==> config.mk <==
export PLATFORM = sky130hd
export DESIGN_NAME = window_min_max_tracker
export DESIGN_NICKNAME = d
export VERILOG_FILES = /design/src/rtl/window_min_max_tracker.sv
export SDC_FILE = /design/constraint.sdc
export NUM_CORES = 1
export LEC_CHECK = 0
export ABC_CLOCK_PERIOD_IN_PS = 3800
export CORE_MARGIN = 1.5
export CORE_UTILIZATION = 54
export DETAILED_ROUTE_END_ITERATION = 10
export PLACE_DENSITY_LB_ADDON = 0.12
export SYNTH_ARGS = -nofsm -noshare
export SYNTH_HDL_FRONTEND = slang
export SYNTH_SLANG_ARGS = --single-unit
==> constraint.sdc <==
create_clock -name clk -period 3.8 [get_ports clk]
set_clock_uncertainty 0.2 [all_clocks]
set_input_delay 0.76 -clock clk [delete_from_list [all_inputs] [get_ports clk]]
set_output_delay 0.76 -clock clk [all_outputs]
set_load 0.01 [all_outputs]
Run 1, met2 routing:
Drawn at 6 px/µm.
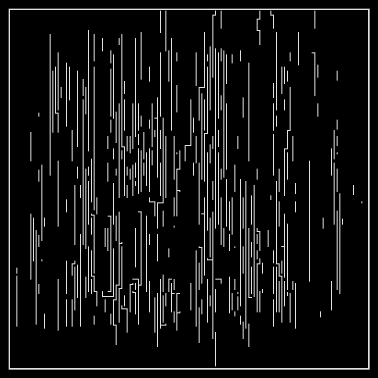
wire length on this layer: 1740 µm
nets with wire on the layer: 199
main direction: vertical
met2 GRT Util: 0.371
DRT Wirelength: 3.57 mm
vias after detailed routing: 1378

Run 1, register map, names as in the netlist:
Drawn at 6 px/µm. Other sequential cells in the stronger gray, the rest of the logic in the fainter gray.
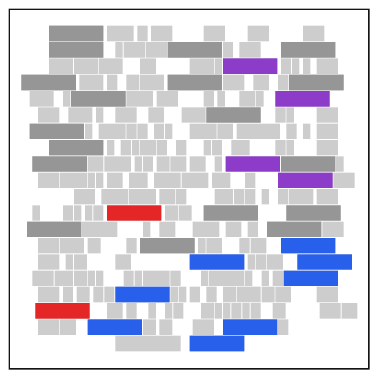
[blue] `count` | sequential cells: 8
[red] `state` | sequential cells: 2
[purple] `out_range` | sequential cells: 4
power attributed to sequential cells: 0.000378 W
register area: 801 µm²
Final Util: 0.706
fraction of area in registers: 0.371

Run 1, a small window of the routed layout:
Window x 17 to 42, y 17 to 42 µm. Cells in gray, sequential cells in the stronger gray; small squares are vias.
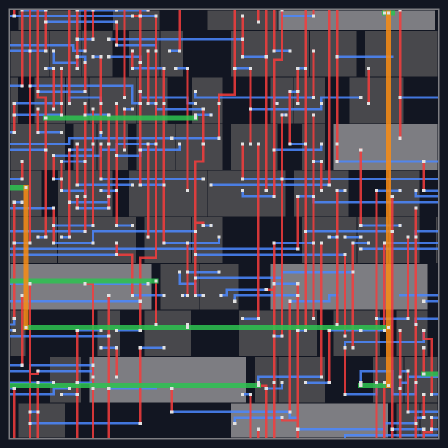
[blue] met1
[green] met3
[red] met2
[orange] met4
sequential cells in the window: 5
cells with their middle in the window: 56
most frequent: ha_1 (8)

==> run summary, run 1 <==
The full implementation flow was run.

The routed length per instance stands at 14.0 µm. The report lists the cells along the critical path as clkdlybuf4s50_1 -> ha_1 -> a211oi_1 -> o21ai_1 -> and2_1 -> o21ai_0 -> ha_1 -> a21oi_1 -> nand2_1 -> xor2_1 -> or4_1 -> nand3_1. The number of DRC markers in iteration 0 stands at 52.

Of the total synthesized cell area, the portion taken by full adders, half adders and majority gates is 0.0981. The DRC violations left stands at 0. STA classifies the critical path endpoint as a register. The number of gates resized after CTS was 0. Dividing the final minimum period by the clock period gives 0.917. TritonCTS created 5 clock buffers. The main area contributors are sky130_fd_sc_hd__dfrtp_1, sky130_fd_sc_hd__ha_1, sky130_fd_sc_hd__mux2_2.

Setup repair after global routing left no endpoint under its margin. For this design the ratio of total power to cell area is 425 nW/µm². The average vias per placed instance stands at 5.40. The H-tree was split into 2 levels. The synthesized-area fraction occupied by and/or/nand/nor cells stands at 0.151. TritonCTS built the clock tree. By count the netlist is led by sky130_fd_sc_hd__dfrtp_1, sky130_fd_sc_hd__nand2_1, sky130_fd_sc_hd__o21ai_0, sky130_fd_sc_hd__ha_1, sky130_fd_sc_hd__inv_1.

Per the synthesis report, the AND-OR/OR-AND share of the synthesized area is 0.149. The data required time at the worst endpoint stands at 3880 ps. In this run, synthesis inferred 0 flip-flops with an integrated enable.

The design draws 0.000915 W. The maximum single-stage delay on the critical path stands at 520 ps. The count of cells along the worst register-to-register path stands at 12. Of the post-synthesis cell area, the dominant cell type holds 0.462. The total leakage power stands at 1.03 nW. The clock tree has to reach 32 sinks. The share of final-layout standard cells stronger than drive strength 1 stands at 0.147. The minimum clock period after layout stands at 3490 ps. The number of cell instances after yosys synthesis stands at 174. STA classifies the critical path startpoint as an input port.

The total count of hold-check failures in the final report stands at 0. The tightest min-delay check is of the register to register type. The number of ports placed on the die boundary stands at 25. The region available for standard cell placement spans 3050 µm².

The sum of net half-perimeters after detailed placement stands at 2.73 mm. The number of maximum-capacitance violations stands at 0. The number of buffers on the longest clock path stands at 2. The area share of xor/xnor cells in the synthesized design stands at 0.0101. The number of search-and-repair iterations in the first detailed-routing pass stands at 4. The headroom to the max-slew limit stands at 0.605.

Before any placement, the netlist area is recorded as 1730 µm². The number of global-route vias before repair stands at 1359. Per Yosys stat, the portion of area used by sequential elements is 0.462. The global-route wire length before repair stands at 6.04 mm. The synthesized netlist net count stands at 196. The number of buffers inserted for hold repair after clock tree synthesis stands at 0. For this run, the script counts the antenna cells in the layout as 0. The number of antenna violations at the first check in global routing came to 0. Among the non-sequential cells, simple AND/OR/NAND/NOR gates take the most area. The commonest register cell is sky130_fd_sc_hd__dfrtp_1.

Synthesis inferred 32 register bits. The horizontal die dimension stands at 59.7 µm. The biggest area contributor in the post-synthesis netlist is sky130_fd_sc_hd__dfrtp_1. Per the layout report, the design carries 263 filler cells. Per the repair_timing log after CTS, setup buffers inserted total 0. The run finished with clean final reports.

For this run, the top clock speed supported by timing is 287 MHz. STA reports a reg2reg setup slack of 920 ps. The finished cells cover 2160 µm².

The number of nets in the layout stands at 232. The tally of yosys warning messages stands at 0. The total global routing overflow stands at 0. The later pin in the worst-skew pair is clocked with a latency of 330 ps. The average instance in the mapped netlist occupies 9.97 µm². For the pin with the worst max-slew slack, the measured transition is 590 ps. The total routing resource utilization after global routing stands at 0.231. Setup violations remaining at the end of the flow were counted as 0. The effective utilization at floorplan stands at 0.568.

The worst VDD IR drop from the latest analysis is 0.293 mV. After synthesis, the netlist uses 34 different library cells. The total die size stands at 3560 µm².

The report gives the cell count of the worst hold path as 2. The post-route setup TNS stands at 0 ps. The initialized floorplan defines 20 standard-cell rows. Clock-pin slew was measured on the worst setup and hold paths at 110 ps. The total placed instance area stands at 2080 µm².

The setup path with the least slack is of type input port to register. For this run, the chip area from Yosys synthesis comes to 1730 µm². Port buffering added 24 buffers. Entering global routing, the biggest net connects 33 pins. The final max-slew violation count recorded for this run is 0.

In this run the clock root is driven by a sky130_fd_sc_hd__clkbuf_4.
-- run 1: kinds of logic (layout without fill, tap and decap cells) --
group | after synthesis | count (layout)
simple gates | 52 | 52
compound gates | 44 | 44
flops | 32 | 32
buf+inv | 16 | 53
mux | 15 | 15
fa+ha+maj | 13 | 13
xor+xnor | 2 | 2
-- run 1: layer usage --
metal  vias to the layer above  routed length (µm)  GRT usage
met5                         -                   0          0
met4                         0                  63      0.105
met3                         9                 166     0.0476
met2                        33                1740      0.371
met1                       652                1590      0.298
li1                        684                   -          -
-- run 1: per-stage QoR --
stage | hold slack, ps | utilization | worst slack (ps)
after floorplan | 264 | - | 633
after global placement | 261 | 0.681 | 86.9
after detailed placement | 270 | 0.681 | -31.2
after CTS | 293 | 0.706 | 317
after global routing | 317 | 0.706 | 93.5
final | 288 | 0.706 | 315
-- run 1: layout by cell type (no fill, tap or decap), types with 4 or more instances in the layout --
cell type	count
sky130_fd_sc_hd__nor2_1	7
sky130_fd_sc_hd__mux2i_1	4
sky130_fd_sc_hd__ha_1	12
sky130_fd_sc_hd__clkbuf_4	5
sky130_fd_sc_hd__and3_1	6
sky130_fd_sc_hd__a21oi_1	9
sky130_fd_sc_hd__mux2_2	11
sky130_fd_sc_hd__o21ai_0	22
sky130_fd_sc_hd__clkdlybuf4s50_1	24
sky130_fd_sc_hd__buf_4	9
sky130_fd_sc_hd__nand2_1	22
sky130_fd_sc_hd__dfrtp_1	32
sky130_fd_sc_hd__inv_1	12
sky130_fd_sc_hd__nand3_1	6
-- run 1: layout make-up --
class                   count  area (µm²)  area share
clock inverters             2        35.0      0.0163
inverters                  12        45.0      0.0209
flip-flops and latches     32         801       0.371
multi-input cells         126         871       0.404
well taps                  44        55.1      0.0255
repair buffers             33         308       0.143
clock buffers               6        41.3      0.0192
-- run 1: critical path: cells and delay by family --
kind | cells | cell delay (ps)
AND-OR/OR-AND | 4 | 700
XOR/XNOR | 1 | 150
AND/OR/NAND/NOR | 4 | 790
buffers and inverters | 1 | 520
adder cells (fa/ha/maj) | 2 | 670
-- run 1: power by group --
part / switching (W) / total (W) / leakage, nW / internal, W
logic: 0.000147 / 0.000282 / 0.566 / 0.000135
registers: 0.0000162 / 0.000378 / 0.422 / 0.000362
clock network: 0.000117 / 0.000255 / 0.0422 / 0.000138
total: 0.000281 / 0.000915 / 1.03 / 0.000635
## Run 2: what changed since run 1
Settings changed: CTS_CLUSTER_DIAMETER from default to 30, HOLD_SLACK_MARGIN from default to 0.06.
==> run summary, run 2 <==
The full implementation flow was run.

The flow ran to the end, and the final reports show no timing, DRC or antenna violations. The number of buffers on the longest clock path stands at 2 (unchanged). In the synthesized netlist the dominant register cell turns out to be sky130_fd_sc_hd__dfrtp_1. STA classifies the critical path endpoint as a register. The minimum clock period after layout was 3490 ps (unchanged). Looking at the setup timing report, the critical path kind is input port to register. The number of ports placed on the die boundary stands at 25 (unchanged). The fraction of the mapped netlist area in adder cells stands at 0.0981 (unchanged). The number of nets in the layout is 232 (unchanged).

The total power per unit cell area stands at 425 nW/µm² (unchanged). The synthesized-area fraction occupied by and/or/nand/nor cells was 0.151 (unchanged). The total number of clock tree sinks came to 32 (unchanged).

The area share of the leading cell type in the synthesized netlist is 0.462 (unchanged). The worst hold path cell count is 2 (unchanged). The area share of xor/xnor cells in the synthesized design came to 0.0101 (unchanged). The H-tree depth is 2 (unchanged). Per the synthesis report, the dominant area consumer among library cells is sky130_fd_sc_hd__dfrtp_1. The top cell types in the final layout, fill and taps aside, are sky130_fd_sc_hd__dfrtp_1, sky130_fd_sc_hd__clkdlybuf4s50_1, sky130_fd_sc_hd__nand2_1, sky130_fd_sc_hd__o21ai_0. The synthesized netlist net count stands at 196 (unchanged). The count of final setup violators is 0 (unchanged). The sum of net half-perimeters after detailed placement stands at 2.73 mm (unchanged). The total count of hold-check failures in the final report is 0 (unchanged). The tally of yosys warning messages stands at 0 (unchanged).

The number of search-and-repair iterations in the first detailed-routing pass is 4 (unchanged). The number of register bits inferred by synthesis was 32 (unchanged). The headroom to the max-slew limit stands at 0.605 (unchanged). By area the synthesized netlist is led by sky130_fd_sc_hd__dfrtp_1, sky130_fd_sc_hd__ha_1, sky130_fd_sc_hd__mux2_2. The count of buffers inserted at the top-level ports was 24 (unchanged).

The detailed-route wire length is 3.57 mm (unchanged). The share of final-layout standard cells stronger than drive strength 1 stands at 0.147 (unchanged). The number of vias after detailed routing stands at 1378 (unchanged). The horizontal die dimension stands at 59.7 µm (unchanged). The number of maximum-capacitance violations was 0 (unchanged).

The chip area in the Yosys report is 1730 µm² (unchanged). The area of the core stands at 3050 µm² (unchanged). The routed length per instance is 14.0 µm (unchanged).

TritonCTS built the clock tree. The sequential element share of the synthesized area was 0.462 (unchanged). The DRC violations left stands at 0 (unchanged). The clock-pin slew on the worst setup and hold paths is 110 ps (about the same). For reference, the top cells by count after synthesis are sky130_fd_sc_hd__dfrtp_1, sky130_fd_sc_hd__nand2_1, sky130_fd_sc_hd__o21ai_0, sky130_fd_sc_hd__ha_1, sky130_fd_sc_hd__inv_1. Of the combinational cells, the family taking the most area is simple AND/OR/NAND/NOR gates. The register-to-register setup slack came to 920 ps (about the same). The number of synthesized flops with an enable pin is 0 (unchanged). The total die size stands at 3560 µm² (unchanged). The mapped cell area came to 1730 µm² (unchanged). The per-instance average area after synthesis stands at 9.97 µm² (unchanged). The timing-limited maximum frequency came to 287 MHz (unchanged). The final cycle utilization of the critical path stands at 0.917 (unchanged). The number of global-route vias before repair came to 1359 (unchanged). The post-synthesis compound-gate area fraction is 0.149 (unchanged). The number of antenna violations at the first check in global routing stands at 0 (unchanged). The total global routing overflow stands at 0 (unchanged). The number of buffers inserted for hold repair after clock tree synthesis stands at 0 (unchanged).

The number of diodes stands at 0 (unchanged). The largest vdd supply drop stands at 0.293 mV (unchanged). The maximum number of pins on one net before global-route repair stands at 33 (unchanged). The setup slack after placement was -31.2 ps (unchanged).

The worst-margin pin slew was 590 ps (unchanged). Setup repair after global routing left no endpoint under its margin. The number of buffers added by the clock tree synthesis step came to 5 (unchanged).
[run 2: cell counts after synthesis]
Identical to the previous run, type by type.
[run 2: per-layer routing]
layer  vias to the layer above  routed length (µm)  global-route usage
met2                        33                1740               0.371
met4                         0                  63               0.105
met5                         -                   0                   0
met3                         9                 166              0.0476
met1                       652                1590               0.298
li1                        684                   -                   -
[run 2: stage by stage]
stage	hold WS, ps	instances	util	total power (W)	instance area, µm²
final	288	255	0.706	0.000915	2160
after CTS	293	255	0.706	0.000923	2160
after detailed placement	270	247	0.681	0.000669	2080
after floorplan	264	174	-	0.000561	1730
after global placement	261	247	0.681	0.000651	2080
after global routing	317	255	0.706	0.000971	2160
[run 2: cells by family after synthesis]
family,Yosys count
AND/OR/NAND/NOR,52
flip-flops,32
XOR/XNOR,2
AND-OR/OR-AND,44
buffers and inverters,16
adder cells (fa/ha/maj),13
multiplexers,15
[run 2: power breakdown]
| group | switching (W) | internal [W] | leakage (nW) |
|---|---|---|---|
| clock network | 0.000117 | 0.000138 | 0.0422 |
| registers | 0.0000162 | 0.000362 | 0.422 |
| logic | 0.000147 | 0.000135 | 0.566 |
| total | 0.000281 | 0.000635 | 1.03 |
[run 2: layout make-up]
cell class / instances / area, µm²
Clock buffer: 6 / 41.3
Clock inverter: 2 / 35.0
Fill cell: 263 / 897
Inverter: 12 / 45.0
Multi-Input combinational cell: 126 / 871
Sequential cell: 32 / 801
Tap cell: 44 / 55.1
Timing Repair Buffer: 33 / 308
[run 2: critical path, cell delays in order]
cell and delay, ps:
sky130_fd_sc_hd__clkdlybuf4s50_1 520, sky130_fd_sc_hd__ha_1 360, sky130_fd_sc_hd__a211oi_1 200, sky130_fd_sc_hd__o21ai_1 100, sky130_fd_sc_hd__and2_1 200, sky130_fd_sc_hd__o21ai_0 240, sky130_fd_sc_hd__ha_1 310, sky130_fd_sc_hd__a21oi_1 160
sky130_fd_sc_hd__nand2_1 80, sky130_fd_sc_hd__xor2_1 150, sky130_fd_sc_hd__or4_1 410, sky130_fd_sc_hd__nand3_1 100
Run 2, a small window of the routed layout:
Window x 17 to 42, y 17 to 42 µm. Cells in gray, sequential cells in the stronger gray; small squares are vias.
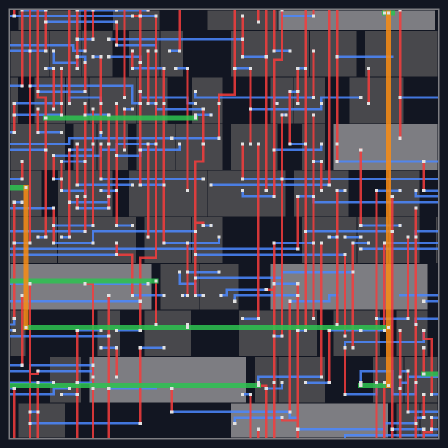
[blue] met1
[orange] met4
[red] met2
[green] met3
cells with their middle in the window: 56
sequential cells in the window: 5
most frequent: ha_1 (8)

Run 2, drive-strength map:
Drawn at 8 px/µm.
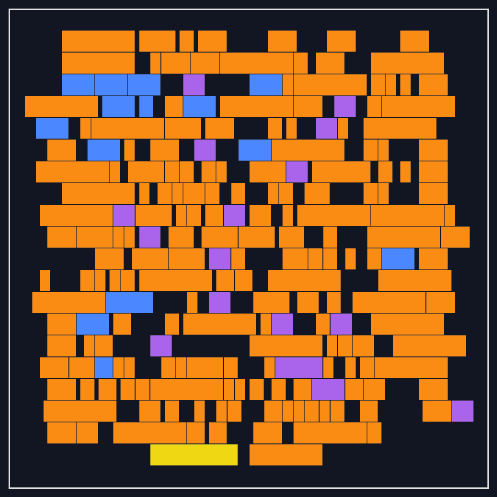
[yellow] drive 6 and up | cells: 1 | share: 0.47%
[purple] drive 3 to 4 | cells: 16 | share: 7.6%
[orange] drive 1 or less | cells: 180 | share: 85%
[blue] drive 2 | cells: 14 | share: 6.6%
Non-Filler Cell Area, Final: 2160 µm²
worst setup slack after layout: 315 ps
Non-clock buffers: 33

Run 2, routing congestion:
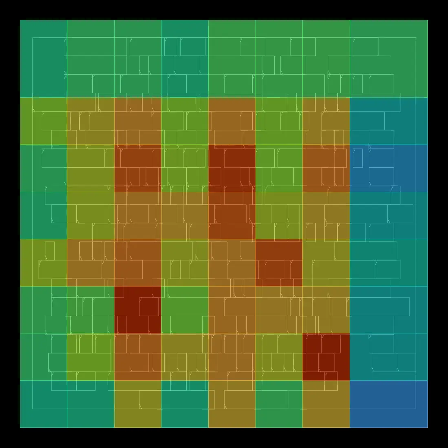
GRT Overall Usage: 0.231
grt met1 use: 0.298
met3 track utilization from global routing: 0.0476

Power figures rest on the tool's default switching activity, not on a simulated workload.
